==> src/rtl/sample_arb_pkg.sv <==
// Shared types and constants for the sample arbiter and related
// multi-requester blocks.
package sample_arb_pkg;

  // Arbiter FSM states; encodings are fixed so waveforms read consistently.
  typedef enum logic [1:0] {
    IDLE    = 2'd0,
    GRANT   = 2'd1,
    RELEASE = 2'd2
  } arb_state_t;

  // Width of the tenure counter; also bounds the legal MAX_HOLD range.
  localparam int CNT_W = 8;

endpackage : sample_arb_pkg

==> src/rtl/sample_arbiter_rr_pick.sv <==
// Combinational rotating-priority select: returns the first set request
// bit found scanning from ptr upward, wrapping modulo N.
module rr_pick #(
  parameter  int N   = 4,
  localparam int IDW = $clog2(N)
) (
  input  logic [N-1:0]   req,
  input  logic [IDW-1:0] ptr,
  output logic [IDW-1:0] win,
  output logic           any
);

  // Scan N positions starting at ptr; the first hit wins.
  always_comb begin
    int idx;
    // NOTE: every output gets a default before the loop so no path leaves
    // a value unassigned, which would otherwise infer a latch.
    win = '0;
    any = 1'b0;
    idx = 0;
    for (int i = 0; i < N; i++) begin
      idx = int'(ptr) + i;
      // Explicit wrap: N need not be a power of two.
      if (idx >= N) idx = idx - N;
      if (!any && req[idx[IDW-1:0]]) begin
        any = 1'b1;
        win = idx[IDW-1:0];
      end
    end
  end

endmodule : rr_pick

==> src/rtl/sample_arbiter.sv <==
// Round-robin owner of a single shared 1-bit sampler. The granted
// requester's data bit is registered every cycle and a one-cycle pulse
// marks every toggle of the sampled value.
module sample_arbiter
  import sample_arb_pkg::*;
#(
  parameter  int N        = 4,
  parameter  int MAX_HOLD = 8,
  localparam int IDW      = $clog2(N)
) (
  input  logic           clk,
  input  logic           rst,
  input  logic [N-1:0]   req,
  input  logic [N-1:0]   data_in,
  output logic [N-1:0]   grant,
  output logic [IDW-1:0] owner,
  output logic           busy,
  output logic           sample,
  output logic           data_o
);

  // Last counter value of a tenure; reaching it forces a release.
  localparam logic [CNT_W-1:0] CNT_LAST = CNT_W'(MAX_HOLD - 1);

  arb_state_t       state;
  logic [IDW-1:0]   ptr;
  logic [CNT_W-1:0] cnt;
  logic             sample_prev;
  logic [IDW-1:0]   win;
  logic             any;
  logic             owner_bit;
  logic             tenure_end;

  rr_pick #(.N(N)) u_pick (
    .req (req),
    .ptr (ptr),
    .win (win),
    .any (any)
  );

  // Owner's data bit and the end-of-tenure condition for the current cycle.
  assign owner_bit  = data_in[owner];
  assign tenure_end = !req[owner] || (cnt == CNT_LAST);

  // Arbitration FSM, tenure counter and sampling datapath in one register block.
  always_ff @(posedge clk) begin
    // NOTE: all state here uses non-blocking assignments so every register
    // sees the pre-edge value of every other register.
    if (rst) begin
      state       <= IDLE;
      ptr         <= '0;
      cnt         <= '0;
      grant       <= '0;
      owner       <= '0;
      busy        <= 1'b0;
      sample      <= 1'b0;
      sample_prev <= 1'b0;
      data_o      <= 1'b0;
    end else begin
      case (state)
        IDLE: begin
          if (any) begin
            state <= GRANT;
            grant <= {{(N-1){1'b0}}, 1'b1} << win;
            owner <= win;
            busy  <= 1'b1;
            cnt   <= '0;
          end
        end

        GRANT: begin
          // The cycle that ends a tenure still samples the owner's bit.
          sample      <= owner_bit;
          sample_prev <= sample;
          data_o      <= owner_bit ^ sample;
          if (cnt != CNT_LAST) cnt <= cnt + 1'b1;
          if (tenure_end) begin
            state <= RELEASE;
            grant <= '0;
            busy  <= 1'b0;
          end
        end

        RELEASE: begin
          // Last owner becomes lowest priority for the next scan.
          ptr         <= (owner == IDW'(N - 1)) ? '0 : owner + 1'b1;
          sample      <= 1'b0;
          sample_prev <= 1'b0;
          data_o      <= 1'b0;
          state       <= IDLE;
        end

        default: begin
          state <= IDLE;
          grant <= '0;
          busy  <= 1'b0;
        end
      endcase
    end
  end

  // Structural invariants of the datapath and grant vector.
  assert property (@(posedge clk) $onehot0(grant));
  assert property (@(posedge clk) data_o == (sample ^ sample_prev));

endmodule : sample_arbiter

==> config.mk <==
export PLATFORM = sky130hd
export DESIGN_NAME = sample_arbiter
export DESIGN_NICKNAME = d
export VERILOG_FILES = /design/src/rtl/sample_arb_pkg.sv /design/src/rtl/sample_arbiter_rr_pick.sv /design/src/rtl/sample_arbiter.sv
export SDC_FILE = /design/constraint.sdc
export NUM_CORES = 1
export LEC_CHECK = 0
export CORE_MARGIN = 2
export CORE_UTILIZATION = 40
export CTS_CLUSTER_DIAMETER = 40
export DETAILED_ROUTE_END_ITERATION = 8
export HOLD_SLACK_MARGIN = 0.1
export PLACE_DENSITY = 0.66
export SYNTH_ARGS = -nofsm -noshare
export SYNTH_HDL_FRONTEND = slang
export SYNTH_SLANG_ARGS = --single-unit
==> constraint.sdc <==
create_clock -name clk -period 2.22 [get_ports clk]
set_input_delay 0.444 -clock clk [delete_from_list [all_inputs] [get_ports clk]]
set_output_delay 0.444 -clock clk [all_outputs]
set_load 0.005 [all_outputs]
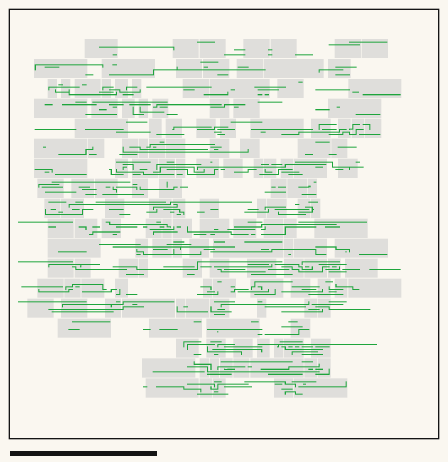
(the metal 1 layer)
The bar under the picture is 20 um long.
wire length on this layer: 1,240 um
main direction: horizontal
nets with wire on the layer: 163
longest straight run: 17.0 um
met1 global-route usage: 23.0%
aggregate routed wire length: 2.58 mm
vias: 1,069

==> reports/qor.txt <==
status: finished clean
vias per cell: 5.66
worst slew pin tran: 553 ps
setup TNS: 0 ps
count of input and output buffers: 18
net switching power: 0.318 mW
Num CTS Buffers: 3
Flops after synth: 21
cell taking the most area after synthesis: sky130_fd_sc_hd__dfxtp_1
mux frac, synth: 6.48%
TritonCTS clock tree: yes
min-delay worst type: reg2reg
number of warnings the tools reported: 28
worst-case reg-to-reg path depth: 5
post-synthesis instance area: 1180 um2
Area-dominant class: combinational gates
Post-synth top flop: sky130_fd_sc_hd__dfxtp_1
Pleak: 0.498 nW
yosys stat cell total: 130
Comb/total area: 48.5%
Comb power frac: 35.4%
most used standard cells in the synthesized netlist: sky130_fd_sc_hd__dfxtp_1, sky130_fd_sc_hd__a21oi_1, sky130_fd_sc_hd__nand2b_1
main logic family after synthesis: simple AND/OR/NAND/NOR gates
leading cell types in the layout, fill and taps excluded: sky130_fd_sc_hd__dfxtp_1, sky130_fd_sc_hd__clkdlybuf4s50_1, sky130_fd_sc_hd__a21oi_1
global-route wire length before repair: 4.49 mm
Inserted Diodes: 0
Sequential Power Share: 45.7%
critical path fanouts, max: 5
worst slack, placed: -71.2 ps
filler cell count in the final layout: 262
library cells used by synthesis: 37
clock buffer instance count of the final layout: 3
number of clock sinks seen by CTS: 21
number of hold-repair buffers added at the cts stage: 0
Area Growth Syn to Fin: 25.9%
maximum VDD drop: 0.473 mV
number of signal-net buffers in the layout: 28
Tapcell Cnt: 31
count of cells resized by post-cts repair: 0
proportion of register bits with asynchronous set or reset after synthesis: 0%
WP data required: 2410 ps
dominant power group: registers
Top area cell types: sky130_fd_sc_hd__dfxtp_1, sky130_fd_sc_hd__a21oi_1, sky130_fd_sc_hd__ha_1, sky130_fd_sc_hd__nand2b_1, sky130_fd_sc_hd__mux4_2
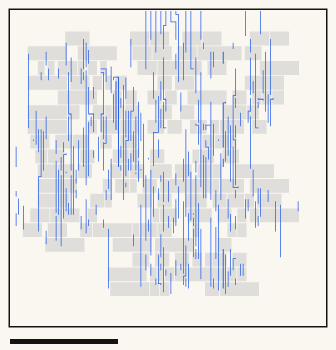
(metal 2)
The bar under the picture is 20 um long.
wire length on this layer: 1,230 um
share of all routed wire: 48%
longest straight run: 21.1 um
main direction: vertical
nets with wire on the layer: 152
met2 Resource Use GR: 27.9%

-- path summary, 6_finish.rpt --
check	from	endpoint
worst max-delay path	req[1]	grant[0]$_SDFFE_PP0P_
worst min register to register	data_o$_SDFFE_PP0P_	data_o$_SDFFE_PP0P_
worst max register to register	state[1]$_SDFFE_PP0P_	cnt[6]$_SDFFE_PP0P_
worst min-delay path	data_o$_SDFFE_PP0P_	data_o$_SDFFE_PP0P_
-- metal layers --
| layer | vias up | GRT usage, % |
|---|---|---|
| met2 | 22 | 27.9 |
| met1 | 499 | 23.0 |
| met3 | 2 | 4.69 |
| met5 | - | 0 |
| li1 | 546 | - |
| met4 | 0 | 1.99 |
-- flip-flops by register name (all words and copies together) (netlist names) --
signal / cells
owner: 2
busy: 1
state: 2
sample: 1
ptr: 2
cnt: 8
grant: 4
data_o: 1
No activity file was given, so power comes from the tool's default toggle rates.
